Figure 1. Clock wiring as the flow saved it.
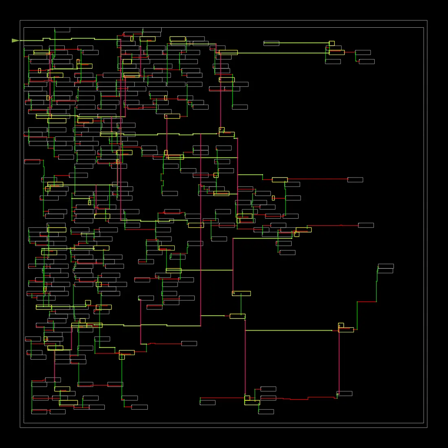
Figure 2. Clock wires, drivers and flops.
The bar under the picture is 50 um long.
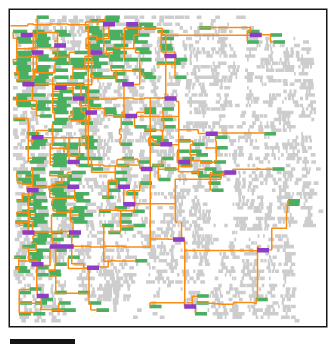
Figure 3. Cell classes on the final placement.
The bar under the picture is 50 um long.
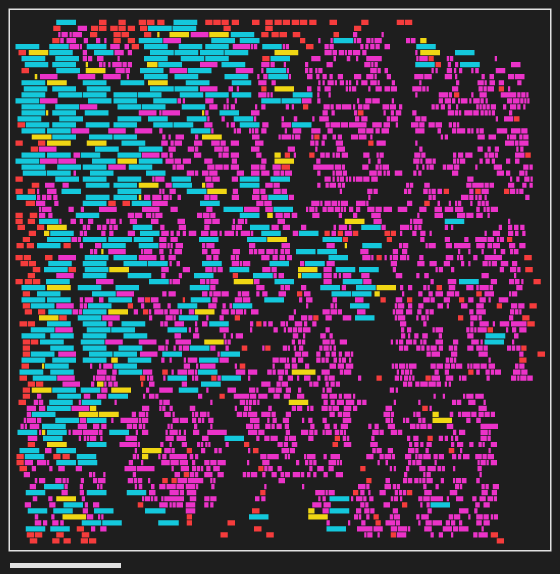
Figure 4. Gate families picked out.
The bar under the picture is 50 um long.
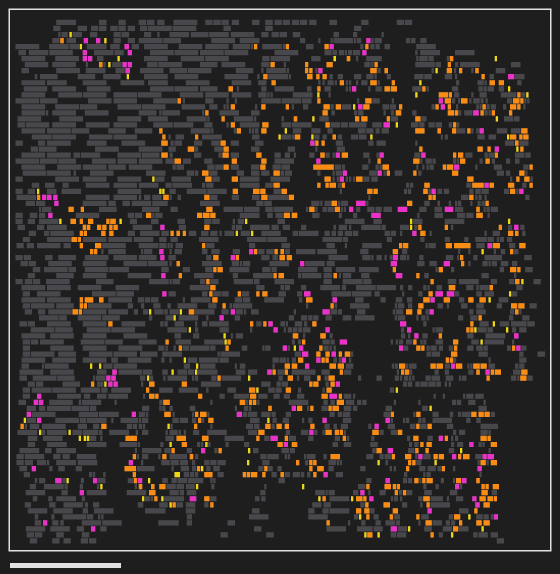
Figure 5. Power grid.
Pins as bars on the die edge. Tap cells in gray.
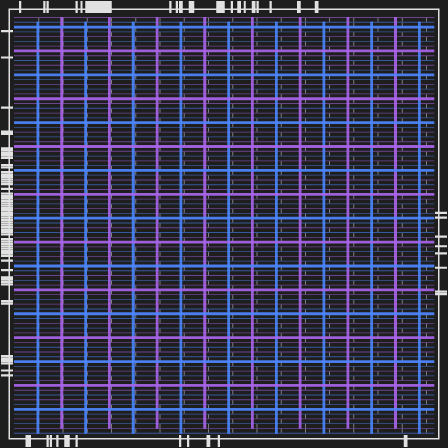
==> config.mk <==
export PLATFORM = sky130hd
export DESIGN_NAME = router_n
export DESIGN_NICKNAME = d
export VERILOG_FILES = /design/src/rtl/router_n.sv
export SDC_FILE = /design/constraint.sdc
export NUM_CORES = 1
export LEC_CHECK = 0
export CAP_MARGIN = 30
export CELL_PAD_IN_SITES_DETAIL_PLACEMENT = 0
export CELL_PAD_IN_SITES_GLOBAL_PLACEMENT = 2
export CORE_MARGIN = 2
export CORE_UTILIZATION = 39
export DETAILED_ROUTE_END_ITERATION = 10
export HOLD_SLACK_MARGIN = 0.12
export PLACE_DENSITY_LB_ADDON = 0.2
export RECOVER_POWER = 100
export SLEW_MARGIN = 30
export SYNTH_ARGS = -nofsm -noshare
export SYNTH_HDL_FRONTEND = slang
export SYNTH_SLANG_ARGS = --single-unit
==> constraint.sdc <==
create_clock -name clk -period 6.49 [get_ports clk]
set_input_delay 1.298 -clock clk [delete_from_list [all_inputs] [get_ports clk]]
set_output_delay 1.298 -clock clk [all_outputs]
set_load 0.01 [all_outputs]
==> results.sh <==
# implementation run metrics
export IMPL_outcome="finished with violations"
export IMPL_violations="max-capacitance violations, max-slew violations"
export IMPL_final_area_sq_um=26000
export IMPL_ys_ff=295
export IMPL_avgSynthCellArea_sq_um=9.75
export IMPL_crit_type="reg2out"
export IMPL_most_common_layout_cells="160 x edfxtp_1, 157 x nand2_1, 151 x nor2_1, 133 x dfrtp_1, 122 x a21oi_1"
export IMPL_port_buffers=128
export IMPL_comb_area_sq_um=13400
export IMPL_syn_inst=2296
export IMPL_antenna_found_initial=2
export IMPL_cts_tree="built"
export IMPL_synth_main_ff_cell="edfxtp_1"
export IMPL_tool_warnings=79
export IMPL_grt_start_max_net_pins=86
export IMPL_period_used_pct=96.4
export IMPL_hold_buffers=0
export IMPL_fin_nets=2573
export IMPL_clock_path_buffers=3
export IMPL_diodes=0
export IMPL_worst_slew_pin_slew_ps=4530
export IMPL_die_area_sq_um=59400
export IMPL_slew_violations=86
export IMPL_area_growth_synth_to_final_pct=16.1
export IMPL_drt_drc_violations_left=0
export IMPL_finalHoldViolations=0
export IMPL_place_hpwl_um=60500
export IMPL_drt_iter0_markers=1909
export IMPL_synth_area_sq_um=22400
export IMPL_ioPinCount=129
export IMPL_maxCapViolations=1
export IMPL_synth_warnings=0
export IMPL_critPathMaxFanout=10
export IMPL_edf_count=160
export IMPL_rrSetupSlack_ps=320
export IMPL_placed_area_sq_um=24700
export IMPL_floorplan_nets=2454
export IMPL_drt_total_wl_um=80400
export IMPL_required_ps=5190
export IMPL_ys_area_sq_um=22400
export IMPL_finalCriticalPeriod_ps=6250
export IMPL_grt_util_all_layers_pct=26.7
export IMPL_grt_pass1_wl_um=122000
export IMPL_synthDistinctLibCells=98
export IMPL_critPathCaptureType="output port"
export IMPL_relSlewSlack_pct=-202
export IMPL_reg2regPathDepth=22
export IMPL_via_per_inst=6.17
export IMPL_nFillCells=5448
export IMPL_clk_pin_slew_ps=70
export IMPL_tns_ps=0
export IMPL_firstDrtPassIters=6
export IMPL_drive_gt1_share_pct=12.9
export IMPL_clock_fmax_ghz=0.160
export IMPL_seqCellArea_sq_um=8190
export IMPL_ant_nets=0
export IMPL_largest_register_ffs=160
## Picture notes: Figure 1
clock buffer count: 42
final clock skew: 29.1 ps
total CTS buffers: 36
flop count: 295

## Picture notes: Figure 2
- orange: clock wires (length 4350 um)
- purple: cells driving clock nets (count 36)
- green: flip-flops (count 295)
- routed clock nets: 37
clk_lat worst skew: 560 ps

## Picture notes: Figure 3
- cyan: flip-flops (cells 295)
- yellow: clock drivers and dummy loads (cells 65)
- red: other buffers and delay cells (cells 210)
- magenta: all other logic (cells 1872)
fraction of area in registers: 31.5%
utilization after layout: 45.9%

## Picture notes: Figure 4
- magenta: AND and OR gates (cells 139; most used and3_1; where widely spread)
- yellow: inverters (cells 97; most used inv_1; where widely spread)
- orange: inverting AOI/OAI gates (cells 486; most used a21oi_1; where widely spread)
Final Non-Filler Cells: 3198
Comb/total area: 51.5%
most frequent logic cell in the layout: edfxtp_1

## Picture notes: Figure 5
- purple: VDD
- blue: VSS
- rows: 87
- tap cells: 756
- met1 rails: 88
- met5 straps: 17
die width: 244 um
core region area: 56600 sq um
die height: 244 um

## cell type report
class / count / area share [%]
Multi-Input combinational cell: 1775 / 51.5
Sequential cell: 295 / 31.5
Timing Repair Buffer: 210 / 7.29
Tap cell: 756 / 3.64
Clock buffer: 42 / 3.59
Inverter: 97 / 1.41
Clock inverter: 23 / 1.05
## cell families after synthesis
group	Yosys count	synth area share (%)
adders and majority gates	103	6.12
other	1	0.0167
buffers and inverters	226	3.97
xor gates and xnor gates	71	2.78
AOI/OAI and AO/OA	612	19.3
muxes	233	13.5
and+or+nand+nor	755	17.8
DFF	295	36.5
## per-layer routing
layer  vias up  track usage (%)  share of wire [%]
li1       8986                -                  -
met1      9826             35.5                 43
met2       769             44.6                 48
met3       151             3.67                5.9
met4         0             9.38                3.5
met5         -                0                  0
## cells in the mapped netlist (all sizes together), types with 13 or more instances
cell | number | area [sq um]
edfxtp | 160 | 4800
or2 | 14 | 87.6
o32ai | 14 | 123
mux4 | 47 | 1060
a221oi | 27 | 236
nand2 | 158 | 593
nor3b | 13 | 97.6
a21boi | 19 | 143
a22oi | 29 | 231
a21oi | 122 | 611
nand2b | 51 | 319
mux2i | 113 | 1130
a21o | 27 | 203
o22ai | 23 | 144
inv | 94 | 353
o21ai | 102 | 510
nand3 | 59 | 295
and3 | 40 | 250
a211oi | 25 | 188
ha | 92 | 1150
nor3 | 75 | 380
a31oi | 24 | 150
dfrtp | 135 | 3380
xor2 | 17 | 149
and2 | 29 | 181
mux2 | 73 | 826
xnor2 | 54 | 473
nor4 | 16 | 100
clkbuf | 83 | 312
or3 | 29 | 181
o21a | 14 | 105
o211ai | 16 | 125
nor2b | 54 | 338
buf | 46 | 214
nor2 | 152 | 573
o31ai | 18 | 145
## worst max-delay path: stages, from the launching register on
cell	delay, ps
dfrtp_2	440
clkinvlp_4	160
ha_1	250
ha_4	340
a21o_1	190
mux4_2	540
a221oi_2	360
or3_1	160
o31a_1	170
o211a_4	250
inv_1	100
nor3_1	190
buf_4	200
a21oi_1	80
a21oi_1	140
a21boi_1	240
clkdlybuf4s50_1	570
## through the flow
stage / hold WS, ps / instances / worst slack (ps)
2_1_floorplan: 502 / 2296 / 863
5_1_grt: 512 / 3198 / 3.11
3_5_place_dp: 483 / 3127 / 365
3_3_place_gp: 479 / 3127 / 449
4_1_cts: 496 / 3192 / 2.58
6_report: 488 / 3198 / 237
## repair_timing
item / 4_1_cts / 5_1_grt
setup endpoints to repair: 8 / 9
pin swaps: 0 / 0
setup buffers: 0 / 5
hold endpoints to repair: 0 / 0
gates resized: 8 / 15
